`config.mk`:
```
export PLATFORM = sky130hd
export DESIGN_NAME = apb_req_arbiter
export DESIGN_NICKNAME = d
export VERILOG_FILES = /design/src/rtl/apb_req_arbiter.sv
export SDC_FILE = /design/constraint.sdc
export NUM_CORES = 1
export LEC_CHECK = 0
export CELL_PAD_IN_SITES_DETAIL_PLACEMENT = 0
export CELL_PAD_IN_SITES_GLOBAL_PLACEMENT = 1
export CORE_MARGIN = 2
export CORE_UTILIZATION = 31
export CTS_BUF_LIST = sky130_fd_sc_hd__clkbuf_16
export DETAILED_ROUTE_END_ITERATION = 8
export PLACE_DENSITY = 0.88
export RECOVER_POWER = 25
export SLEW_MARGIN = 5
export SYNTH_ARGS = -nofsm -noshare
export SYNTH_HDL_FRONTEND = slang
export SYNTH_SLANG_ARGS = --single-unit
export TNS_END_PERCENT = 20
```
`constraint.sdc`:
```
create_clock -name PCLK -period 2.35 [get_ports PCLK]
set_clock_uncertainty 0.05 [all_clocks]
set_input_delay 0.47 -clock PCLK [delete_from_list [all_inputs] [get_ports PCLK]]
set_output_delay 0.47 -clock PCLK [all_outputs]
set_load 0.005 [all_outputs]
```
`src/rtl/apb_req_arbiter.sv`:
```
// ---------------------------------------------------------------------------
// apb_req_arbiter
//
// Shares the user-side command port of a single APB master among NUM_REQ
// independent requesters. The arbiter picks one pending request in
// round-robin order and latches it. It then drives transfer/READ_WRITE/
// address/data to the master for a fixed window of XFER_CYCLES cycles.
// At the end of the window it samples the master's response and hands it
// back to the winner together with a one-cycle done pulse.
//
// Ports:
//   PCLK, PRESETn        clock (posedge) and asynchronous active-low reset
//   req, req_rw          per-requester request level and direction (1=write)
//   req_addr, req_wdata  packed per-requester address / write data,
//                        requester i at [i*W +: W]
//   gnt                  one-hot grant, held through XFER and RESP
//   done                 one-hot single-cycle completion pulse
//   rsp_rdata, rsp_err   response data / slave error, valid while done=1
//   busy                 high while a transaction is in progress
//   transfer, READ_WRITE,
//   apb_write_paddr, apb_read_paddr,
//   apb_write_data       command outputs to the APB master
//   PSLVERR,
//   apb_read_data_out    response inputs from the APB master
// ---------------------------------------------------------------------------
module apb_req_arbiter #(
    parameter int NUM_REQ     = 4,
    parameter int ADDR_W      = 9,
    parameter int DATA_W      = 8,
    parameter int XFER_CYCLES = 3
) (
    input  logic                        PCLK,
    input  logic                        PRESETn,
    input  logic [NUM_REQ-1:0]          req,
    input  logic [NUM_REQ-1:0]          req_rw,
    input  logic [NUM_REQ*ADDR_W-1:0]   req_addr,
    input  logic [NUM_REQ*DATA_W-1:0]   req_wdata,
    output logic [NUM_REQ-1:0]          gnt,
    output logic [NUM_REQ-1:0]          done,
    output logic [DATA_W-1:0]           rsp_rdata,
    output logic                        rsp_err,
    output logic                        busy,
    output logic                        transfer,
    output logic                        READ_WRITE,
    output logic [ADDR_W-1:0]           apb_write_paddr,
    output logic [ADDR_W-1:0]           apb_read_paddr,
    output logic [DATA_W-1:0]           apb_write_data,
    input  logic                        PSLVERR,
    input  logic [DATA_W-1:0]           apb_read_data_out
);

    localparam int PTR_W = (NUM_REQ > 1) ? $clog2(NUM_REQ) : 1;
    localparam int CNT_W = $clog2(XFER_CYCLES + 1);
    localparam logic [CNT_W-1:0] CNT_LAST = CNT_W'(XFER_CYCLES - 1);
    localparam logic [PTR_W-1:0] PTR_MAX  = PTR_W'(NUM_REQ - 1);

    typedef enum logic [1:0] {
        IDLE = 2'd0,
        XFER = 2'd1,
        RESP = 2'd2
    } state_t;

    state_t             state, state_nxt;
    logic [PTR_W-1:0]   ptr, ptr_nxt;
    logic [PTR_W-1:0]   win, win_nxt;
    logic [CNT_W-1:0]   cnt, cnt_nxt;

    logic [NUM_REQ-1:0] gnt_nxt, done_nxt;
    logic [DATA_W-1:0]  rsp_rdata_nxt;
    logic               rsp_err_nxt, busy_nxt, transfer_nxt, rw_nxt;
    logic [ADDR_W-1:0]  wpaddr_nxt, rpaddr_nxt;
    logic [DATA_W-1:0]  wdata_nxt;

    logic               arb_found;
    logic [PTR_W-1:0]   arb_idx;
    logic [PTR_W:0]     arb_sum;

    // Round-robin search: walk the requesters starting at ptr and wrap
    // modulo NUM_REQ. The first one found with req set wins. The extra
    // bit in arb_sum lets the wrap work for non-power-of-two NUM_REQ.
    always_comb begin
        arb_found = 1'b0;
        arb_idx   = '0;
        arb_sum   = '0;
        for (int i = 0; i < NUM_REQ; i++) begin
            arb_sum = {1'b0, ptr} + (PTR_W + 1)'(i);
            if (arb_sum >= (PTR_W + 1)'(NUM_REQ)) begin
                arb_sum = arb_sum - (PTR_W + 1)'(NUM_REQ);
            end
            if (!arb_found && req[arb_sum[PTR_W-1:0]]) begin
                arb_found = 1'b1;
                arb_idx   = arb_sum[PTR_W-1:0];
            end
        end
    end

    // Next-state and next-output logic. The registered master-side outputs
    // double as the latched copy of the winning request. Holding them
    // through XFER is what makes later req_* changes invisible to the
    // master.
    always_comb begin
        state_nxt     = state;
        ptr_nxt       = ptr;
        win_nxt       = win;
        cnt_nxt       = cnt;
        gnt_nxt       = gnt;
        done_nxt      = done;
        rsp_rdata_nxt = rsp_rdata;
        rsp_err_nxt   = rsp_err;
        busy_nxt      = busy;
        transfer_nxt  = transfer;
        rw_nxt        = READ_WRITE;
        wpaddr_nxt    = apb_write_paddr;
        rpaddr_nxt    = apb_read_paddr;
        wdata_nxt     = apb_write_data;

        unique case (state)
            IDLE: begin
                if (arb_found) begin
                    state_nxt    = XFER;
                    win_nxt      = arb_idx;
                    cnt_nxt      = '0;
                    gnt_nxt      = {{(NUM_REQ-1){1'b0}}, 1'b1} << arb_idx;
                    busy_nxt     = 1'b1;
                    transfer_nxt = 1'b1;
                    rw_nxt       = req_rw[arb_idx];
                    // Only the address/data path matching the direction is
                    // populated; the other one is driven to zero.
                    if (req_rw[arb_idx]) begin
                        wpaddr_nxt = req_addr[arb_idx*ADDR_W +: ADDR_W];
                        wdata_nxt  = req_wdata[arb_idx*DATA_W +: DATA_W];
                        rpaddr_nxt = '0;
                    end else begin
                        wpaddr_nxt = '0;
                        wdata_nxt  = '0;
                        rpaddr_nxt = req_addr[arb_idx*ADDR_W +: ADDR_W];
                    end
                end
            end

            XFER: begin
                cnt_nxt = cnt + CNT_W'(1);
                if (cnt == CNT_LAST) begin
                    // Last cycle of the access window: capture the
                    // master's response. Writes return zero data.
                    state_nxt     = RESP;
                    transfer_nxt  = 1'b0;
                    done_nxt      = gnt;
                    rsp_err_nxt   = PSLVERR;
                    rsp_rdata_nxt = READ_WRITE ? '0 : apb_read_data_out;
                end
            end

            RESP: begin
                // No arbitration here; a request seen now is handled in
                // the following IDLE cycle with the pointer already moved.
                state_nxt     = IDLE;
                ptr_nxt       = (win == PTR_MAX) ? '0 : win + PTR_W'(1);
                gnt_nxt       = '0;
                done_nxt      = '0;
                rsp_rdata_nxt = '0;
                rsp_err_nxt   = 1'b0;
                busy_nxt      = 1'b0;
                rw_nxt        = 1'b0;
                wpaddr_nxt    = '0;
                rpaddr_nxt    = '0;
                wdata_nxt     = '0;
            end

            default: begin
                state_nxt = IDLE;
            end
        endcase
    end

    // State and output registers. An asynchronous reset drops any
    // in-flight transaction immediately, so no done pulse is issued.
    always_ff @(posedge PCLK or negedge PRESETn) begin
        if (!PRESETn) begin
            state           <= IDLE;
            ptr             <= '0;
            win             <= '0;
            cnt             <= '0;
            gnt             <= '0;
            done            <= '0;
            rsp_rdata       <= '0;
            rsp_err         <= 1'b0;
            busy            <= 1'b0;
            transfer        <= 1'b0;
            READ_WRITE      <= 1'b0;
            apb_write_paddr <= '0;
            apb_read_paddr  <= '0;
            apb_write_data  <= '0;
        end else begin
            state           <= state_nxt;
            ptr             <= ptr_nxt;
            win             <= win_nxt;
            cnt             <= cnt_nxt;
            gnt             <= gnt_nxt;
            done            <= done_nxt;
            rsp_rdata       <= rsp_rdata_nxt;
            rsp_err         <= rsp_err_nxt;
            busy            <= busy_nxt;
            transfer        <= transfer_nxt;
            READ_WRITE      <= rw_nxt;
            apb_write_paddr <= wpaddr_nxt;
            apb_read_paddr  <= rpaddr_nxt;
            apb_write_data  <= wdata_nxt;
        end
    end

endmodule

```
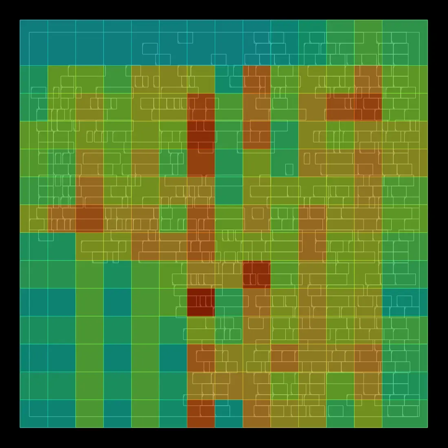
(run_1/congestion_map.png)
Core Util, Final: 0.5144
routed length per instance: 16.84 um
GRT busiest layer: met2
met3 global-route usage: 0.06103
Global Route met1 Usage: 0.1952

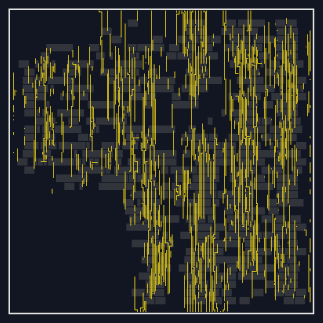
(run_1/m2.png)
(3 px per um)
longest straight run: 37.4 um
wire length on this layer: 4310 um
main direction: vertical
share of all routed wire: 48%

==> results.cfg <==
; flow metrics
[global_routing]
antenna_found_initial = 0
grt_pass1_vias = 2693
grt_use_total = 0.1671
grt_max_degree = 34
use_met2 = 0.2938
grt_pass1_wl_mm = 13.38

[critical_path]
path_class = in -> reg
worstRegToRegCells = 6
ff2ff_setup_slack_ns = 0.22
arrival_ns = 2.38
rr_startpoint = ptr[1]$_DFFE_PN0P_
crit_path_end_kind = register
reg2reg_to = apb_write_data[2]$_DFFE_PN0P_
crit_start = req[2]
worstPathRequired_ns = 2.53
endpoint = apb_read_paddr[5]$_DFFE_PN0P_

[synthesis]
synth_async_sr_flop_share = 1.000
yosys-stat-area_sq_um = 2914
synth-edff-count = 0
yosysCellCount = 278
adder_share = 0.008587
yosysTopAreaCell = dfrtp_1
mux_share = 0.1709
synthesis.nets = 367
yosysWarnings = 0
yosysSeqAreaShare = 0.4637
syn_avg_cell_area_sq_um = 10.48
ys_sh_simple = 0.1026
topCellsByArea = dfrtp_1 46%, mux2i_1 15%, a22o_1 9.6%, nand2_1 6.8%, o21ai_0 3.8%
syn_inst = 278
topCombFamilyByArea = AND-OR/OR-AND gates
synth-xor-area-share = 0
ys.flop_type = dfrtp_1
synth_cell_types = 37

[clock_tree]
cts_tree = done
cts_buffers = 5
clkSinkCount = 54
cts_root_buffer = clkbuf_16
max-clock-path-buffers = 2
clock_latency_ns = 0.29

[pwr]
cellLeakagePower_nw = 2.104
p_total_w = 0.004964
peakVddDrop_mv = 0.3989
p_per_area_nw_per_um2 = 1049

[timing]
tns_ns = 0
fin_crit_ns = 2.199
period_used_share = 0.9357
relSlewSlack = 0.2789
tightest_slew_ns = 1.082
holdWs_ns = 0.3055
hold_viol = 0
finalMaxSlewViolations = 0

[final_layout]
antenna-diode-count = 0
top_regs = apb_read_paddr: 9 flops, apb_write_paddr: 9 flops
final_common_cell = clkdlybuf4s50_1
nNetsFinal = 512
lay_top_cells = 129 x clkdlybuf4s50_1, 54 x dfrtp_1, 53 x nand2_1

[worst_hold_path]
min_path_type = in -> async

[route]
drt-total-wl_mm = 9.008
viasPerCell = 5.090
vias = 2723
drt-pass1-iter-count = 4
met2WireLength_mm = 4.313
wl_met3_um = 909
highest_layer = met4
drt_iter0_markers = 75

[floorplanning]
dieArea_sq_um = 10190
num_rows = 35
fp_util = 0.3169
die-height_um = 101.0
core_sq_um = 9196

[outcome]
outcome = completed

[placement]
dp_slack_ns = -0.3896
io_buffers = 132
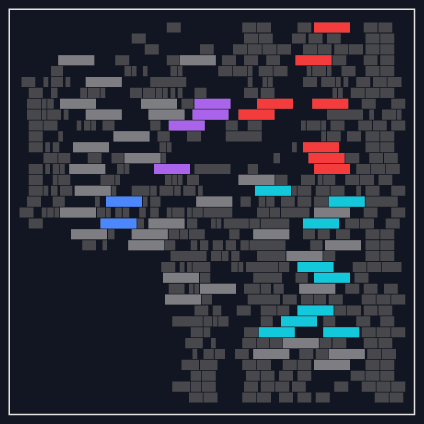
(run_1/ff_map.png)
(4 px per um) Other sequential cells in the stronger grey, the rest of the logic in the fainter grey.
| signal | colour | placed flops |
|---|---|---|
| apb_write_data | red | 8 |
| apb_write_paddr | cyan | 9 |
| gnt | purple | 4 |
| cnt | blue | 2 |
not coloured: 31

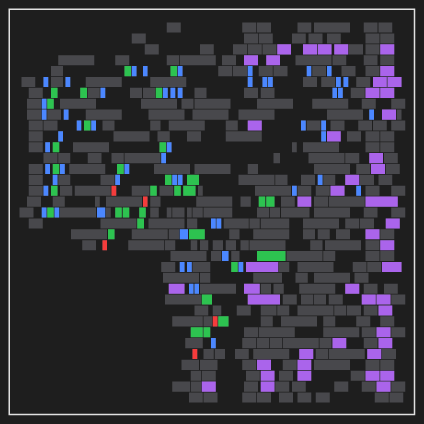
(run_1/gates.png)
(4 px per um)
| family | colour | cells | most used |
|---|---|---|---|
| aoi and oai cells | green | 32 | o21ai_0 |
| nand cells | blue | 56 | nand2_1 |
| mux cells | purple | 47 | mux2i_1 |
| inv cells | red | 5 | inv_1 |

==> run 1: layout make-up <==
class / instances / area [sq um]
Clock buffer: 5 / 125.1
Clock inverter: 3 / 25.02
Fill cell: 850 / 4466
Inverter: 5 / 18.77
Multi-Input combinational cell: 200 / 1499
Sequential cell: 54 / 1351
Tap cell: 111 / 138.9
Timing Repair Buffer: 157 / 1573
==> run 1: synth_stat cells, types with 3 or more instances <==
cell type and number:
inv_1 5, buf_2 7, a22o_1 32, mux2i_1 43
nor2b_1 3, nand2_1 53, o21ai_0 22, nor2_1 5
a32o_1 8, clkbuf_1 10, dfrtp_1 54
==> run 1: per-stage QoR <==
step / instances / area [sq um]
2_1_floorplan: 278 / 2914
3_3_place_gp: 523 / 4474
3_5_place_dp: 523 / 4474
4_1_cts: 534 / 4663
5_1_grt: 535 / 4731
6_report: 535 / 4731
==> run 1: timing repair <==
item / CTS / global route
setup endpoints to repair: 18 / 26
hold endpoints to repair: 0 / 0
pin swaps: 1 / 1
buffers inserted: 3 / 0
gates resized: 1 / 9
cloned: 0 / 1
==> run 1: critical path, cell delays in order <==
cell	delay, ns
clkdlybuf4s50_1	0.57
nor2b_1	0.19
a221o_1	0.27
and2_1	0.23
buf_12	0.17
mux2i_1	0.28
a22o_1	0.18
==> run 1: report_power, final <==
group | switching (W) | total (W) | internal (W) | leakage [nW]
Combinational | 0.00115 | 0.00266 | 0.00151 | 1.34
Clock | 0.000348 | 0.000749 | 0.000401 | 0.0704
Sequential | 0.000262 | 0.00155 | 0.00129 | 0.698
Total | 0.00176 | 0.00496 | 0.00320 | 2.10
Power figures rest on the tool's default switching activity, not on a simulated workload.
